$ cat config.mk
export PLATFORM = sky130hd
export DESIGN_NAME = per_master_rr_arbiter
export DESIGN_NICKNAME = d
export VERILOG_FILES = /design/src/rtl/per_master_rr_arbiter.sv
export SDC_FILE = /design/constraint.sdc
export NUM_CORES = 1
export LEC_CHECK = 0
export CAP_MARGIN = 20
export CORE_AREA = 5 5 106 108
export CTS_CLUSTER_SIZE = 30
export DETAILED_ROUTE_END_ITERATION = 10
export DIE_AREA = 0 0 111 113
export PLACE_DENSITY = 0.71
export SYNTH_ARGS = -nofsm -noshare
export SYNTH_HDL_FRONTEND = slang
export SYNTH_SLANG_ARGS = --single-unit
$ cat constraint.sdc
create_clock -name clk_i -period 1.3 [get_ports clk_i]
set_input_delay 0.13 -clock clk_i [delete_from_list [all_inputs] [get_ports clk_i]]
set_output_delay 0.13 -clock clk_i [all_outputs]
set_load 0.03 [all_outputs]
$ cat src/rtl/per_master_rr_arbiter.sv
// Round-robin arbiter sharing one peripheral-interconnect master port among NB_MASTERS
// requesters, one outstanding transaction, response steered back to the granted owner.
module per_master_rr_arbiter #(
  parameter int NB_MASTERS     = 2,
  parameter int PER_ADDR_WIDTH = 32,
  localparam int IDX_W = (NB_MASTERS > 1) ? $clog2(NB_MASTERS) : 1
) (
  input  logic                                 clk_i,
  input  logic                                 rst_ni,
  input  logic [NB_MASTERS-1:0]                slv_req_i,
  input  logic [NB_MASTERS*PER_ADDR_WIDTH-1:0] slv_add_i,
  input  logic [NB_MASTERS-1:0]                slv_we_i,
  input  logic [NB_MASTERS*32-1:0]             slv_wdata_i,
  input  logic [NB_MASTERS*4-1:0]              slv_be_i,
  output logic [NB_MASTERS-1:0]                slv_gnt_o,
  output logic [NB_MASTERS-1:0]                slv_r_valid_o,
  output logic [31:0]                          slv_r_rdata_o,
  output logic                                 per_master_req_o,
  output logic [PER_ADDR_WIDTH-1:0]            per_master_add_o,
  output logic                                 per_master_we_o,
  output logic [31:0]                          per_master_wdata_o,
  output logic [3:0]                           per_master_be_o,
  input  logic                                 per_master_gnt_i,
  input  logic                                 per_master_r_valid_i,
  input  logic [31:0]                          per_master_r_rdata_i
);

  typedef enum logic {IDLE, WAIT_RESP} state_e;

  state_e           state_q, state_d;
  logic [IDX_W-1:0] rr_ptr_q, rr_ptr_d, owner_q, owner_d, winner;
  logic             any_req;

  logic [NB_MASTERS-1:0][PER_ADDR_WIDTH-1:0] add_a;
  logic [NB_MASTERS-1:0][31:0]               wdata_a;
  logic [NB_MASTERS-1:0][3:0]                be_a;

  assign add_a   = slv_add_i;
  assign wdata_a = slv_wdata_i;
  assign be_a    = slv_be_i;

  assign slv_r_rdata_o = per_master_r_rdata_i;

  function automatic logic [IDX_W-1:0] wrap_add(input logic [IDX_W-1:0] p, input int k);
    int s;
    s = int'(p) + k;
    if (s >= NB_MASTERS) s -= NB_MASTERS;
    return IDX_W'(s);
  endfunction

  // Scan from the far end back to rr_ptr so the closest requester is written last and wins.
  always_comb begin
    winner  = rr_ptr_q;
    any_req = |slv_req_i;
    for (int k = NB_MASTERS-1; k >= 0; k--) begin
      if (slv_req_i[wrap_add(rr_ptr_q, k)]) winner = wrap_add(rr_ptr_q, k);
    end
  end

  always_ff @(posedge clk_i or negedge rst_ni) begin
    if (!rst_ni) begin
      state_q  <= IDLE;
      rr_ptr_q <= '0;
      owner_q  <= '0;
    end else begin
      state_q  <= state_d;
      rr_ptr_q <= rr_ptr_d;
      owner_q  <= owner_d;
    end
  end

  always_comb begin
    state_d            = state_q;
    rr_ptr_d           = rr_ptr_q;
    owner_d            = owner_q;
    per_master_req_o   = 1'b0;
    per_master_add_o   = '0;
    per_master_we_o    = 1'b0;
    per_master_wdata_o = '0;
    per_master_be_o    = '0;
    slv_gnt_o          = '0;
    slv_r_valid_o      = '0;
    case (state_q)
      IDLE: begin
        if (any_req) begin
          per_master_req_o   = 1'b1;
          per_master_add_o   = add_a[winner];
          per_master_we_o    = slv_we_i[winner];
          per_master_wdata_o = wdata_a[winner];
          per_master_be_o    = be_a[winner];
          slv_gnt_o[winner]  = per_master_gnt_i;
          if (per_master_gnt_i) begin
            owner_d  = winner;
            rr_ptr_d = (winner == IDX_W'(NB_MASTERS-1)) ? '0 : winner + 1'b1;
            state_d  = WAIT_RESP;
          end
        end
      end
      WAIT_RESP: begin
        if (per_master_r_valid_i) begin
          slv_r_valid_o[owner_q] = 1'b1;
          state_d                = IDLE;
        end
      end
      default: state_d = IDLE;
    endcase
    // Outputs are combinational, so hold them quiet while reset is asserted.
    if (!rst_ni) begin
      per_master_req_o   = 1'b0;
      per_master_add_o   = '0;
      per_master_we_o    = 1'b0;
      per_master_wdata_o = '0;
      per_master_be_o    = '0;
      slv_gnt_o          = '0;
      slv_r_valid_o      = '0;
    end
  end

endmodule

run_1/route_heat.png
Scale bar: 20 um. The die is cut into 22 by 23 equal tiles; dark purple is low, yellow is high, scaled to the fullest tile. Values are wire area over tile area, all layers added.
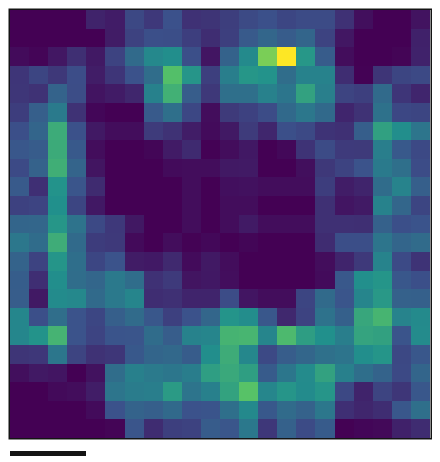
The densest ninth of the die: south. 15% of the tiles are nearly empty. The emptiest ninth of the die: centre. 8.1% of the tiles are over half the peak. The fullest tile reaches 0.77. The mean over all tiles is 0.18.

run_1/placed.png
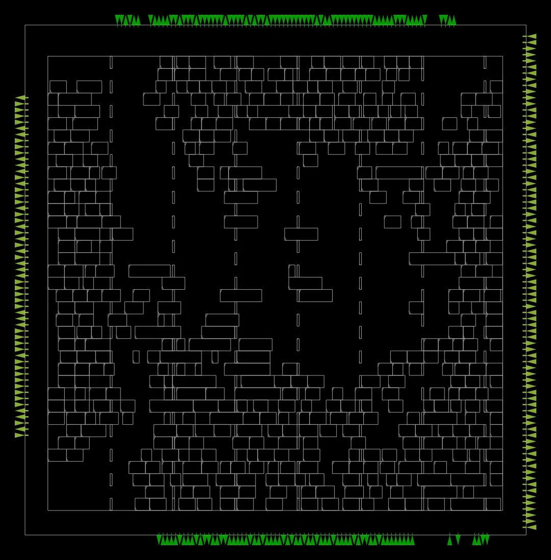
Taps Inserted: 136
registers: 3
filler cell count: 959

run_1/sizing.png
Scale bar: 20 um.
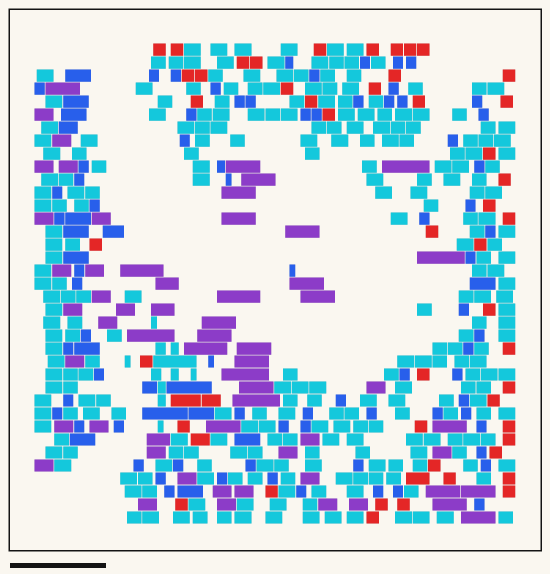
Key: red = x3 and x4 [cells 51, share 11%, most used buf_4]; blue = x2 [cells 91, share 19%, most used nand2_2]; purple = x6 and larger [cells 59, share 12%, most used buf_6]; cyan = x1 and smaller [cells 280, share 58%, most used clkdlybuf4s50_1]

==> results.py, run 1 <==
# Metrics from the implementation run
metrics = {
    "final_layout": {
        "clock_network_area_share": 0.00927,
        "stdcell_count": 617,
        "buffer_area_frac": 0.556,
        "nonClockBufferCount": 247,
        "combGateArea_um2": 1850,
        "sequential_cell_area_um2": 77.6,
        "most-common-layout-cells": "clkdlybuf4s50_1 (140), o2111ai_1 (126), nand2_2 (69)",
        "most_frequent_standard_cell_in_the_layout_excluding_fill_and_tap_cells": "clkdlybuf4s50_1",
        "antenna_cells_inserted": 0,
        "reg.largest.list": "owner_q (1), rr_ptr_q (1), state_q (1)",
        "synthToLayoutAreaGrowth_pct": 118,
        "finish.net_count": 658,
        "nMultiInputCombCells": 222,
        "final.clkbuf_count": 4,
        "sh_comb_area": 0.380,
        "largestClassByArea": "buffers",
        "layout.cell_area.non_filler_um2": 4860,
        "drive_gt1_frac": 0.418,
        "seq_share": 0.0160,
        "inverters_excl_clock": 5,
    },
    "logic_synthesis": {
        "avgSynthCellArea_um2": 6.90,
        "synth_flop_count": 3,
        "mappedNetlistNets": 499,
        "synth_cell_types": 20,
        "synthesis.yosys.warnings": 0,
        "ys_cells": 323,
        "synthDominantCellAreaShare": 0.542,
        "ys_top_cells_by_area": "o2111ai_1 (54%), nand2_1 (12%), buf_4 (11%)",
        "flop_cell": "dfrtp_1",
        "syn_area_um2": 2230,
        "yosys_area_um2": 2230,
        "synthArstFlopShare": 1.00,
        "ys_top_cells_by_count": "o2111ai_1 (138), nand2_1 (70), buf_4 (33)",
        "netlist_instances": 323,
        "synth-edff-count": 0,
        "synth_sequential_area_ratio": 0.0337,
        "synthMostInstantiatedCell": "o2111ai_1",
        "synth_top_cell_by_area": "o2111ai_1",
    },
    "setup_path": {
        "setup.worst_path.end_class": "primary output",
        "worst_r2r_startpoint": "state_q$_DFF_PN0_",
        "launching_instance_or_port_of_the_critical_path": "state_q$_DFF_PN0_",
        "crit_required_ns": 1.17,
        "worst_r2r_path_depth": 4,
        "critPathSlowestCell": "dfrtp_2",
        "critical_path.max_stage_delay_ns": 0.43,
        "setup.worst_path.start_class": "register",
        "rrSetupSlack_ns": 0.14,
        "worstPathCellList": "nor2b_4 > buf_6 > buf_12 > clkbuf_16 > o2111ai_1 > nand2_2 > buf_6",
        "crit_arrival_ns": 1.61,
        "timing.critical_path.fanout_max": 8,
        "crit_type": "reg2out",
        "cp_common_cell": "buf_6",
        "r2r-end": "rr_ptr_q$_DFFE_PN0P_",
        "crit_path_end": "per_master_wdata_o[0]",
    },
    "routing": {
        "drc_errors_left": 0,
        "wl_per_cell_um": 21.6,
        "vias_per_cell": 5.84,
        "drt_iter0_markers": 352,
        "dr.pass1.iters": 7,
        "number_of_nets_still_failing_antenna_checks_after_routing": 0,
        "postRouteWirelength_mm": 13.3,
        "routed-via-count": 3606,
    },
    "floorplan": {
        "placementRows": 37,
        "floorplan.initialDensity": 0.220,
        "chip_area_um2": 12500,
        "design.portCount": 282,
        "core_area_um2": 10100,
        "die_height_um": 113,
        "horiz_die_dim_um": 111,
    },
    "place": {
        "dp_hpwl_mm": 8.70,
        "detailed_place.area_um2": 4340,
        "dp_slack_ns": -0.486,
        "place_congestion": 0.812,
        "placement.io_buffers": 217,
        "post-place-cells": 600,
    },
    "grt": {
        "grt_util_all_layers": 0.191,
        "overflow": 0,
        "maximum_number_of_pins_on_one_net_before_global_route_repair": 57,
        "grt_antenna_before_repair": 0,
        "first_global_vias": 3638,
        "grt_pass1_wl_mm": 20.0,
    },
    "sta": {
        "timing.clock.skew_ns": 0.00135,
        "timing.slew.headroom": 0.811,
        "final_layout_setup_total_negative_slack_ns": -27.99,
        "final.hold.worst_slack_ns": 0.260,
        "setup_violations": 72,
        "finalHoldViolCount": 0,
        "grt_setup_unrepaired": "yes",
        "maxSlewViolCount": 0,
        "finalCriticalPeriod_ns": 1.74,
        "postLayoutSetupSlackWorst_ns": -0.445,
        "fmax_mhz": 573,
        "ratio_of_final_minimum_period_to_clock_period": 1.34,
        "timing_worst_slew_pin_value_ns": 0.283,
    },
    "clocking": {
        "clk_pin_slew_ns": 0.03,
        "cts_max_level": 1,
        "postCtsResizedCells": 43,
        "clkLatencyLatePin_ns": 0.22,
        "cts_hold_repair.buffers": 1,
        "cts-root-buf": "clkbuf_8",
        "cts_made_buffers": 3,
        "cts_setup_buffers": 4,
        "cts.sinks": 3,
        "clock_tree_from_tritoncts": "done",
        "cts_buffer_depth": 2,
    },
    "status": {
        "violations": "negative setup slack",
        "outcome": "complete, but fails checks",
    },
    "pwr": {
        "power.static_leakage_nw": 1.89,
        "peakVddDrop_mv": 0.624,
        "p_per_area_nw_per_um2": 714,
    },
    "job": {
        "max-cap-violations": 0,
    },
    "min_path": {
        "timing.hold.worst.class": "in2out",
    },
}
run 1: stage by stage:
| step | utilization | power, mW |
|---|---|---|
| 5_1_grt | 0.479 | 3.65 |
| 4_1_cts | 0.464 | 3.35 |
| 2_1_floorplan | - | 1.79 |
| 3_5_place_dp | 0.428 | 2.81 |
| 6_report | 0.479 | 3.47 |
| 3_3_place_gp | 0.428 | 2.77 |
run 1: worst min path at each step:
stage / startpoint / to / cells after the start
floorplan: rst_ni / owner_q$_DFFE_PN0P_ / 0
global placement: per_master_r_rdata_i[22] / slv_r_rdata_o[22] / 0
detailed placement: per_master_r_rdata_i[22] / slv_r_rdata_o[22] / 0
CTS: per_master_r_rdata_i[22] / slv_r_rdata_o[22] / 0
global route: per_master_r_rdata_i[31] / slv_r_rdata_o[31] / 0
finish: per_master_r_rdata_i[2] / slv_r_rdata_o[2] / 0
run 1: where the power goes:
part	total, mW	internal, mW	switching [mW]
sequential	0.167	0.123	0.0438
clock	0.276	0.210	0.0666
combinational	3.03	1.31	1.72
run 1: per-layer routing:
| metal | track usage | wire length [um] | up-vias |
|---|---|---|---|
| met5 | 0 | 0 | - |
| met4 | 0.0788 | 504 | 0 |
| met3 | 0.0428 | 996 | 46 |
| met2 | 0.338 | 6700 | 189 |
| met1 | 0.223 | 5100 | 1738 |
| li1 | - | - | 1633 |
run 1: cells by family (layout without fill, tap and decap cells):
logic type | count (synthesis) | count (layout) | synth area share
AND-OR/OR-AND | 146 | 146 | 0.565
buffers and inverters | 98 | 256 | 0.268
AND/OR/NAND/NOR | 76 | 76 | 0.133
flip-flops | 3 | 3 | 0.0337
run 1: critical path: cells and delay by family, from the launching register on:
family                 cells  cell delay (ns)
buffers and inverters      4             0.57
DFF                        1             0.43
and+or+nand+nor            2             0.26
AOI/OAI and AO/OA          1             0.13
run_1/m4.png
Scale bar: 20 um. Supply wires on this layer in grey.
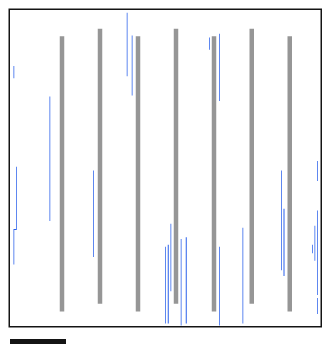

==> run 2, diff against run 1 <==
--- a/config.mk
+++ b/config.mk
@@ -5,6 +5,7 @@
 export SDC_FILE = /design/constraint.sdc
 export NUM_CORES = 1
 export LEC_CHECK = 0
+export ABC_AREA = 1
 export CAP_MARGIN = 20
 export CORE_AREA = 5 5 106 108
 export CTS_CLUSTER_SIZE = 30
run_2/m4.png
Scale bar: 20 um. Supply wires on this layer in grey.
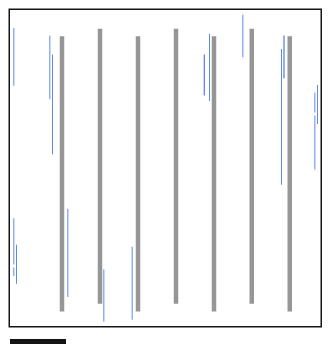
17 nets have wire on it. The layer carries 342 um of wire. The longest straight run is 48.3 um.

==> run 2 against run 1 <==
Against the previous run:
- the flow still finishes with violations (negative setup slack)
- synthesized area up 0.62%
- design area up 18%
- clock skew about the same
- flip-flop count unchanged
- synthesized cell count up 37%
- die area unchanged
- worst setup slack better by 0.013 ns
- critical path type unchanged
- highest routed layer unchanged
==> results.py, run 2 <==
# Metrics from the implementation run
metrics = {
    "logic_synthesis": {
        "synth.cellmix.adderShare": 0,
        "yosys_area_um2": 2240,
        "post_synth_and_or_nand_nor_area_fraction": 0.474,
        "synthesis.yosys.warnings": 0,
        "ys_top_cells_by_area": "nand3_1 (16%), a21oi_1 (15%), nor2_2 (14%)",
        "ys_cells": 441,
        "synthArstFlopShare": 1.00,
        "netlist_instances": 441,
        "synth_top_cell_by_area": "nand3_1",
        "synth_flop_count": 3,
        "flop_cell": "dfrtp_1",
        "avgSynthCellArea_um2": 5.09,
        "synth_cell_types": 15,
        "mux_share": 0,
        "ys_top_cells_by_count": "nand2_1 (76), inv_1 (74), nand3_1 (70)",
    },
    "clocking": {
        "cts_buffer_depth": 2,
        "cts_made_buffers": 3,
        "clkLatencyLatePin_ns": 0.21,
        "clk_pin_slew_ns": 0.03,
        "clock_tree_from_tritoncts": "done",
        "cts_max_level": 1,
    },
    "setup_path": {
        "r2r-end": "owner_q$_DFFE_PN0P_",
        "critPathBufInv": 4,
        "critical_path.max_stage_delay_ns": 0.41,
        "critPathSlowestCell": "dfrtp_1",
        "rrSetupSlack_ns": -0.03,
        "worstPathCellList": "nor3_4 > buf_6 > buf_8 > buf_12 > nand2_4 > nor2_4 > buf_12",
        "timing.critical_path.fanout_max": 5,
        "setup.worst_path.end_class": "primary output",
        "cp_common_cell": "buf_12",
        "worst_r2r_startpoint": "state_q$_DFF_PN0_",
        "launching_instance_or_port_of_the_critical_path": "state_q$_DFF_PN0_",
        "crit_required_ns": 1.17,
    },
    "sta": {
        "setup_violations": 75,
        "timing_worst_slew_pin_value_ns": 0.303,
        "timing.clock.skew_ns": 0.00161,
        "grt_setup_unrepaired": "yes",
        "finalHoldViolCount": 0,
        "postLayoutSetupSlackWorst_ns": -0.432,
        "timing.slew.headroom": 0.798,
    },
    "routing": {
        "wl_per_cell_um": 15.1,
        "drt_iter0_markers": 192,
        "met3_length_um": 924,
        "dr.pass1.iters": 4,
        "dr_wl_met2_mm": 6.20,
        "met1_length_mm": 4.18,
        "routed-via-count": 3521,
        "postRouteWirelength_mm": 11.6,
    },
    "final_layout": {
        "most_frequent_standard_cell_in_the_layout_excluding_fill_and_tap_cells": "clkdlybuf4s50_1",
        "antenna_cells_inserted": 0,
        "finish.net_count": 814,
        "reg.largest.list": "owner_q (1), rr_ptr_q (1), state_q (1)",
    },
    "grt": {
        "grtUsageMet1": 0.188,
        "maximum_number_of_pins_on_one_net_before_global_route_repair": 54,
        "global_route.peak_usage_layer": "met2",
        "first_global_vias": 3759,
        "globalRouteMet2Util": 0.333,
    },
    "floorplan": {
        "die_height_um": 113,
        "chip_area_um2": 12500,
    },
    "pwr": {
        "peakVddDrop_mv": 0.716,
        "power_mw": 4.02,
        "power.static_leakage_nw": 2.54,
    },
    "min_path": {
        "end_of_the_worst_hold_path": "slv_r_rdata_o[14]",
    },
    "place": {
        "dp_slack_ns": -0.495,
        "place_congestion": 0.836,
        "placement.io_buffers": 217,
    },
    "status": {
        "violations": "negative setup slack",
        "outcome": "complete, but fails checks",
    },
}
[run 2: stage by stage]
| stage | setup TNS, ns | std cells | hold WS, ns | instance area [um2] |
|---|---|---|---|---|
| 3_5_place_dp | -31.58 | 746 | 0.260 | 4660 |
| 6_report | -28.00 | 773 | 0.260 | 5740 |
| 2_1_floorplan | -3.53 | 441 | -0.166 | 2690 |
| 5_1_grt | -33.46 | 773 | 0.260 | 5740 |
| 4_1_cts | -26.56 | 768 | 0.260 | 5590 |
| 3_3_place_gp | -29.85 | 746 | 0.260 | 4660 |
[run 2: power by group]
group | leakage, nW | switching [mW] | internal (mW) | total, mW
Clock | 0.0228 | 0.0602 | 0.209 | 0.269
Combinational | 2.48 | 1.96 | 1.65 | 3.61
Sequential | 0.0370 | 0.0224 | 0.117 | 0.139
Total | 2.54 | 2.04 | 1.98 | 4.02
[run 2: cell type report]
type                            instances  area (um2)
Clock buffer                            4        45.0
Multi-Input combinational cell        295        2240
Timing Repair Buffer                  260        2930
Tap cell                              136         170
Sequential cell                         3        75.1
Inverter                               75         284
Fill cell                             913        4400
[run 2: what timing repair did]
| action | CTS | global route |
|---|---|---|
| cloned | 10 | 2 |
| hold buffers | 1 | 0 |
| resized | 174 | 26 |
| pin swaps | 18 | 9 |
| hold endpoints to repair | 3 | 0 |
| endpoints found under the setup margin | 73 | 75 |
| setup buffers | 8 | 4 |
[run 2: kinds of logic after synthesis]
logic type,Yosys count
buffers and inverters,144
AND-OR/OR-AND,72
flip-flops,3
AND/OR/NAND/NOR,222
[run 2: worst reg2reg max path, delay by kind of cell (launching register included)]
family / cells / cell delay, ns
AOI/OAI and AO/OA: 1 / 0.06
buffers and inverters: 5 / 0.51
DFF: 1 / 0.41
and+or+nand+nor: 3 / 0.24
Power is estimated from default activity; no workload was simulated.
